File: src/rtl/fifo_drain_ctrl_if.sv
// ---------------------------------------------------------------------------
// fifo_drain_ctrl_if
//
// Groups the two data paths of the FIFO drain controller:
//   - FIFO read port : fifo_empty (FIFO -> ctrl), fifo_rden (ctrl -> FIFO),
//                      fifo_q (FIFO -> ctrl, valid the cycle after fifo_rden)
//   - Downstream port: out_valid / out_data (ctrl -> sink), out_ready (sink -> ctrl)
//
// Modports:
//   master : the drain controller side
//   slave  : the environment side (FIFO read port plus downstream sink)
// ---------------------------------------------------------------------------
interface fifo_drain_ctrl_if #(
    parameter int DATA_W = 8
);
    logic              fifo_empty;
    logic              fifo_rden;
    logic [DATA_W-1:0] fifo_q;
    logic              out_valid;
    logic [DATA_W-1:0] out_data;
    logic              out_ready;

    modport master (
        input  fifo_empty,
        input  fifo_q,
        input  out_ready,
        output fifo_rden,
        output out_valid,
        output out_data
    );

    modport slave (
        output fifo_empty,
        output fifo_q,
        output out_ready,
        input  fifo_rden,
        input  out_valid,
        input  out_data
    );
endinterface

File: src/rtl/fifo_drain_ctrl.sv
// ---------------------------------------------------------------------------
// fifo_drain_ctrl
//
// Read-side controller for the register-emulated FIFO. A start request pops
// exactly i_len words from the FIFO read port, absorbs the FIFO's one-cycle
// read latency in a 2-entry in-order holding buffer, and hands every word to
// the downstream sink over a valid/ready handshake. o_done pulses for one
// cycle once the last word has been accepted downstream.
//
// Ports:
//   clk          : clock (FIFO read clock)
//   reset        : synchronous, active-high reset
//   i_start      : drain request, only looked at while idle
//   i_len        : number of words to drain, captured with i_start
//   o_busy       : high whenever the controller is not idle
//   o_done       : one-cycle completion pulse
//   o_words_sent : words accepted downstream in the current drain
//   bus          : FIFO read port and downstream handshake (master side)
// ---------------------------------------------------------------------------
module fifo_drain_ctrl #(
    parameter int DATA_W = 8,
    parameter int LEN_W  = 4
) (
    input  logic               clk,
    input  logic               reset,
    input  logic               i_start,
    input  logic [LEN_W-1:0]   i_len,
    output logic               o_busy,
    output logic               o_done,
    output logic [LEN_W-1:0]   o_words_sent,
    fifo_drain_ctrl_if.master  bus
);

    typedef enum logic [1:0] {
        ST_IDLE,
        ST_READ,
        ST_FLUSH,
        ST_DONE
    } state_t;

    state_t            r_state;
    state_t            w_stateNext;

    logic [LEN_W-1:0]  r_issueLeft;
    logic [LEN_W-1:0]  r_acceptLeft;
    logic [LEN_W-1:0]  r_wordsSent;
    logic              r_inflight;
    logic [1:0]        r_occ;
    logic [DATA_W-1:0] r_buf0;
    logic [DATA_W-1:0] r_buf1;

    logic              w_rden;
    logic              w_pop;
    logic              w_acceptStart;
    logic [2:0]        w_occAfter;
    logic [LEN_W-1:0]  w_acceptLeftNext;

    // A downstream transfer happens whenever the buffer holds something and
    // the sink is ready; the oldest entry always sits in r_buf0.
    assign w_pop         = (r_occ != 2'd0) && bus.out_ready;
    assign w_acceptStart = (r_state == ST_IDLE) && i_start;

    // Occupancy the buffer will have once the word already in flight lands
    // and this cycle's pop leaves. A new read is only safe when that is below
    // two, which is what keeps the buffer from ever overflowing while still
    // allowing a read every cycle when the sink drains as fast as we fill.
    assign w_occAfter = {1'b0, r_occ} + {2'b00, r_inflight} - {2'b00, w_pop};

    assign w_acceptLeftNext = w_pop ? (r_acceptLeft - LEN_W'(1)) : r_acceptLeft;

    // State register.
    always_ff @(posedge clk) begin
        if (reset) begin
            r_state <= ST_IDLE;
        end else begin
            r_state <= w_stateNext;
        end
    end

    // Next-state and FIFO read-enable logic. FLUSH leaves on the cycle of the
    // final pop so that done lands exactly one cycle after it.
    always_comb begin
        w_stateNext = r_state;
        w_rden      = 1'b0;
        case (r_state)
            ST_IDLE: begin
                if (i_start) begin
                    w_stateNext = (i_len == '0) ? ST_DONE : ST_READ;
                end
            end
            ST_READ: begin
                w_rden = !bus.fifo_empty && (r_issueLeft != '0) && (w_occAfter < 3'd2);
                if (w_rden && (r_issueLeft == LEN_W'(1))) begin
                    w_stateNext = ST_FLUSH;
                end
            end
            ST_FLUSH: begin
                if (w_acceptLeftNext == '0) begin
                    w_stateNext = ST_DONE;
                end
            end
            ST_DONE: begin
                w_stateNext = ST_IDLE;
            end
            default: begin
                w_stateNext = ST_IDLE;
            end
        endcase
    end

    // Drain counters. A zero-length request also clears o_words_sent, since
    // that drain delivers no words.
    always_ff @(posedge clk) begin
        if (reset) begin
            r_issueLeft  <= '0;
            r_acceptLeft <= '0;
            r_wordsSent  <= '0;
            r_inflight   <= 1'b0;
        end else begin
            r_inflight <= w_rden;
            if (w_acceptStart) begin
                r_issueLeft  <= i_len;
                r_acceptLeft <= i_len;
                r_wordsSent  <= '0;
            end else begin
                if (w_rden) begin
                    r_issueLeft <= r_issueLeft - LEN_W'(1);
                end
                if (w_pop) begin
                    r_acceptLeft <= w_acceptLeftNext;
                    r_wordsSent  <= r_wordsSent + LEN_W'(1);
                end
            end
        end
    end

    // Two-entry holding buffer. The word read last cycle arrives on fifo_q
    // while r_inflight is set and is appended behind whatever remains after
    // this cycle's pop. A word in flight across reset is simply dropped.
    always_ff @(posedge clk) begin
        if (reset) begin
            r_occ  <= 2'd0;
            r_buf0 <= '0;
            r_buf1 <= '0;
        end else begin
            case ({r_inflight, w_pop})
                2'b10: begin
                    if (r_occ == 2'd0) begin
                        r_buf0 <= bus.fifo_q;
                    end else begin
                        r_buf1 <= bus.fifo_q;
                    end
                    r_occ <= r_occ + 2'd1;
                end
                2'b01: begin
                    r_buf0 <= r_buf1;
                    r_occ  <= r_occ - 2'd1;
                end
                2'b11: begin
                    if (r_occ == 2'd1) begin
                        r_buf0 <= bus.fifo_q;
                    end else begin
                        r_buf0 <= r_buf1;
                        r_buf1 <= bus.fifo_q;
                    end
                end
                default: begin
                end
            endcase
        end
    end

    assign bus.fifo_rden = w_rden;
    assign bus.out_valid = (r_occ != 2'd0);
    assign bus.out_data  = r_buf0;

    assign o_busy       = (r_state != ST_IDLE);
    assign o_done       = (r_state == ST_DONE);
    assign o_words_sent = r_wordsSent;

endmodule

File: src/flat_wrapper.sv
// flat-port wrapper written by rule: the top's interface ports become plain ports
module fifo_drain_ctrl_flat 
#(
    parameter int DATA_W = 8,
    parameter int LEN_W  = 4
)
  (clk, reset, i_start, i_len, o_busy, o_done, o_words_sent, bus_fifo_empty, bus_fifo_q, bus_out_ready, bus_fifo_rden, bus_out_valid, bus_out_data);
  fifo_drain_ctrl_if #(.DATA_W(DATA_W)) bus_i ();
  input  logic clk;
  input  logic reset;
  input  logic i_start;
  input  logic [LEN_W-1:0] i_len;
  output logic o_busy;
  output logic o_done;
  output logic [LEN_W-1:0] o_words_sent;
  input wire logic [$bits(bus_i.fifo_empty)-1:0] bus_fifo_empty;
  input wire logic [$bits(bus_i.fifo_q)-1:0] bus_fifo_q;
  input wire logic [$bits(bus_i.out_ready)-1:0] bus_out_ready;
  output wire logic [$bits(bus_i.fifo_rden)-1:0] bus_fifo_rden;
  output wire logic [$bits(bus_i.out_valid)-1:0] bus_out_valid;
  output wire logic [$bits(bus_i.out_data)-1:0] bus_out_data;
  assign bus_i.fifo_empty = bus_fifo_empty;
  assign bus_i.fifo_q = bus_fifo_q;
  assign bus_i.out_ready = bus_out_ready;
  assign bus_fifo_rden = bus_i.fifo_rden;
  assign bus_out_valid = bus_i.out_valid;
  assign bus_out_data = bus_i.out_data;
  fifo_drain_ctrl #(.DATA_W(DATA_W), .LEN_W(LEN_W)) u_core (.clk(clk), .reset(reset), .i_start(i_start), .i_len(i_len), .o_busy(o_busy), .o_done(o_done), .o_words_sent(o_words_sent), .bus(bus_i));
endmodule
File: config.mk
export PLATFORM = sky130hd
export DESIGN_NAME = fifo_drain_ctrl_flat
export DESIGN_NICKNAME = d
export VERILOG_FILES = /design/src/rtl/fifo_drain_ctrl_if.sv /design/src/rtl/fifo_drain_ctrl.sv /design/src/flat_wrapper.sv
export SDC_FILE = /design/constraint.sdc
export NUM_CORES = 1
export LEC_CHECK = 0
export CAP_MARGIN = 20
export CORE_UTILIZATION = 55
export CTS_CLUSTER_DIAMETER = 50
export DETAILED_ROUTE_END_ITERATION = 12
export GPL_TIMING_DRIVEN = 1
export PLACE_DENSITY = 0.91
export SLEW_MARGIN = 10
export SYNTH_ARGS = -nofsm -noshare
export SYNTH_HDL_FRONTEND = slang
export SYNTH_SLANG_ARGS = --single-unit
File: constraint.sdc
create_clock -name clk -period 8.5 [get_ports clk]
set_input_delay 1.7 -clock clk [delete_from_list [all_inputs] [get_ports clk]]
set_output_delay 1.7 -clock clk [all_outputs]
set_load 0.01 [all_outputs]
==> run summary <==
run results: run status finished, final reports clean, Synth cell types 43, met3 wire len 144 um, Tot GR Track Use 24.4%, # nets final 239, syn_area_per_cell 9.68 um2, Syn Std Cell Area 1700 um2, Iteration-0 DRC Markers 42, Residual DRC 0, Tapcell Cnt 31, cell row count 19, Port Buf Inserts 32, H-tree levels 2, CP cell instances clkdlybuf4s50_1 -> nor2b_2 -> inv_6 -> ha_1 -> nand2b_1 -> fa_1 -> xnor2_1 -> nand4_1 -> inv_1 -> clkdlybuf4s50_1, Worst Path Arrival 5000 ps, RSZ-0062 raised after global routing no, CLK BUF 7, Worst-Margin Slew 1110 ps, comb_multi_in 125, Placed Area 2030 um2, CTS clk-pin slew, worst paths 90 ps, Filler Cell Count 194, Tmin final 6700 ps, cell count after synthesis 176, register area 661 um2, Post-Route Utilization 73.0%, flop share of the area 31.7%, cell class ranked first by area logic gates, Worst R2R Path Depth 12, hold path cells 2, Reg power frac 34.7%, Floorplan Nets 206, fin crit share 78.8%, Die W 57.7 um, Post-synth EDFFs 0, Hold-fix buffers, CTS 0, Async S/R FF share, synth 0%, I/O Pins 33, Main synth FF type dfxtp_1, GR Util met3 5.80%, Critical Path RT 6800 ps, Setup Slack @ Placement 1840 ps, DRT Pass-1 Iters 7, RR Startpoint u_core.r_occ[1]$_SDFFE_PP0N_, Dominant cell area share 38.8%, Max stage delay on crit path 570 ps, post-route ant nets 0, total CTS buffers 5, average wire per standard cell 15.2 um, Clock Skews 6.94 ps, first-pass GRT wire length 6.13 mm, Synth area leaders dfxtp_1 (39%), mux2i_1 (10%), ha_1 (8.8%), a211oi_1 (4.4%), nor2_1 (4.4%), final setup fails 0, area share of buffers outside the clock network 15.4%, vias per cell 5.67, post-route cell area 2080 um2, Diodes inserted 0, vias in the first global route 1394, die area 3330 um2, Placed Instances 233, Detailed Route WL 3.65 mm, Global Route met1 Usage 28.3%, DP Wirelength 2.77 mm, hold path endpoint u_core.r_buf1[7]$_SDFFE_PP0P_, synthesis-to-finish area growth 22.2%, Net Sw Frac 40.1%, Post-synth seq share 38.8%, Setup crit end bus_fifo_rden, area leader, netlist dfxtp_1, Internal Pwr Total 0.403 mW, power density over the cells 323 nW/um2, clk root buf clkbuf_4, Cell Count, Final, Fillers Out 240, Hold Vio Cnt, Final 0, number of synthesized register bits 33, highest metal used met4, total power 0.673 mW, Hold Startpoint u_core.r_buf1[7]$_SDFFE_PP0P_, crit path from bus_out_ready, Max Buffers Root-to-Sink 2, most used logic cell in the final layout dfxtp_1, Slew headroom 26.0%, Worst path slowest cell clkdlybuf4s50_1, top cells by count dfxtp_1 (33), nor2_1 (20), mux2i_1 (17), initial antenna violation count 0, most frequently placed logic cells in the final layout dfxtp_1 (33), clkdlybuf4s50_1 (32), nor2_1 (20), mux2i_1 (17), ha_1 (12), Setup CP Type in2out, met2 Usage GRT 43.2%, yosys cell count 176, final-layout clock-cell area share 2.64%, HP Class reg2reg, Post-CTS Setup Bufs 0, Via Count 1361, f_max 149 MHz, Non-clk invs 12, Ys Warns 0, Critical Path Most Common Cell clkdlybuf4s50_1, largest net degree at the start of global routing 31, global route overflow 0, peak supply drop 0.219 mV
## power by group through the flow
stage	Sequential (mW)	Clock [mW]	Combinational (mW)
3_3_place_gp	0.231	0	0.326
2_1_floorplan	0.236	0	0.236
5_1_grt	0.238	0.0954	0.385
6_report	0.234	0.0882	0.351
3_5_place_dp	0.236	0	0.350
4_1_cts	0.233	0.0895	0.353
## cells by family after synthesis
| family | count (synthesis) | synth area share (%) |
|---|---|---|
| AOI/OAI and AO/OA | 30 | 13.9 |
| xor gates and xnor gates | 11 | 5.65 |
| DFF | 33 | 38.8 |
| and+or+nand+nor | 53 | 16.0 |
| muxes | 18 | 10.6 |
| adders and majority gates | 13 | 9.99 |
| buffers and inverters | 18 | 5.07 |
### Clock distribution

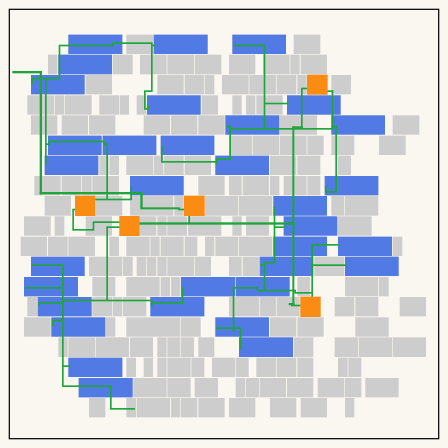
legend:
  flip-flops:
    color: blue
    count: 33
  clock wires:
    color: green
    length: 381 um
  clock drivers:
    color: orange
    count: 5
routed clock nets: 6
flops lie: spread over the die

### Cells colored by class

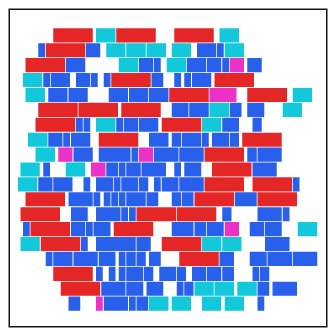
legend:
  sequential cells:
    color: red
    cells: 33
    share_of_their_area: 32%
  clock drivers and dummy loads:
    color: magenta
    cells: 7
    share_of_their_area: 2.7%
  remaining buffers and delay cells:
    color: cyan
    cells: 32
    share_of_their_area: 16%
  combinational and other logic:
    color: blue
    cells: 137
    share_of_their_area: 49%

### Ports around the boundary

Pins as bars across the die edge, other pins in gray.
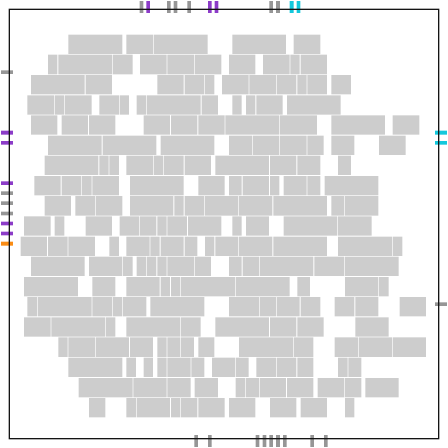
legend:
  o_words_sent:
    color: cyan
    pins: 4
    direction: output
    edge: 2 top, 2 right
  bus_fifo_q:
    color: purple
    pins: 8
    direction: input
    edge: 5 left, 3 top
  bus_out_valid:
    color: orange
    pins: 1
    direction: output
    edge: left
all pins by edge: 11 top, 10 left, 9 bottom, 3 right

Power and IR drop assume default switching activity.
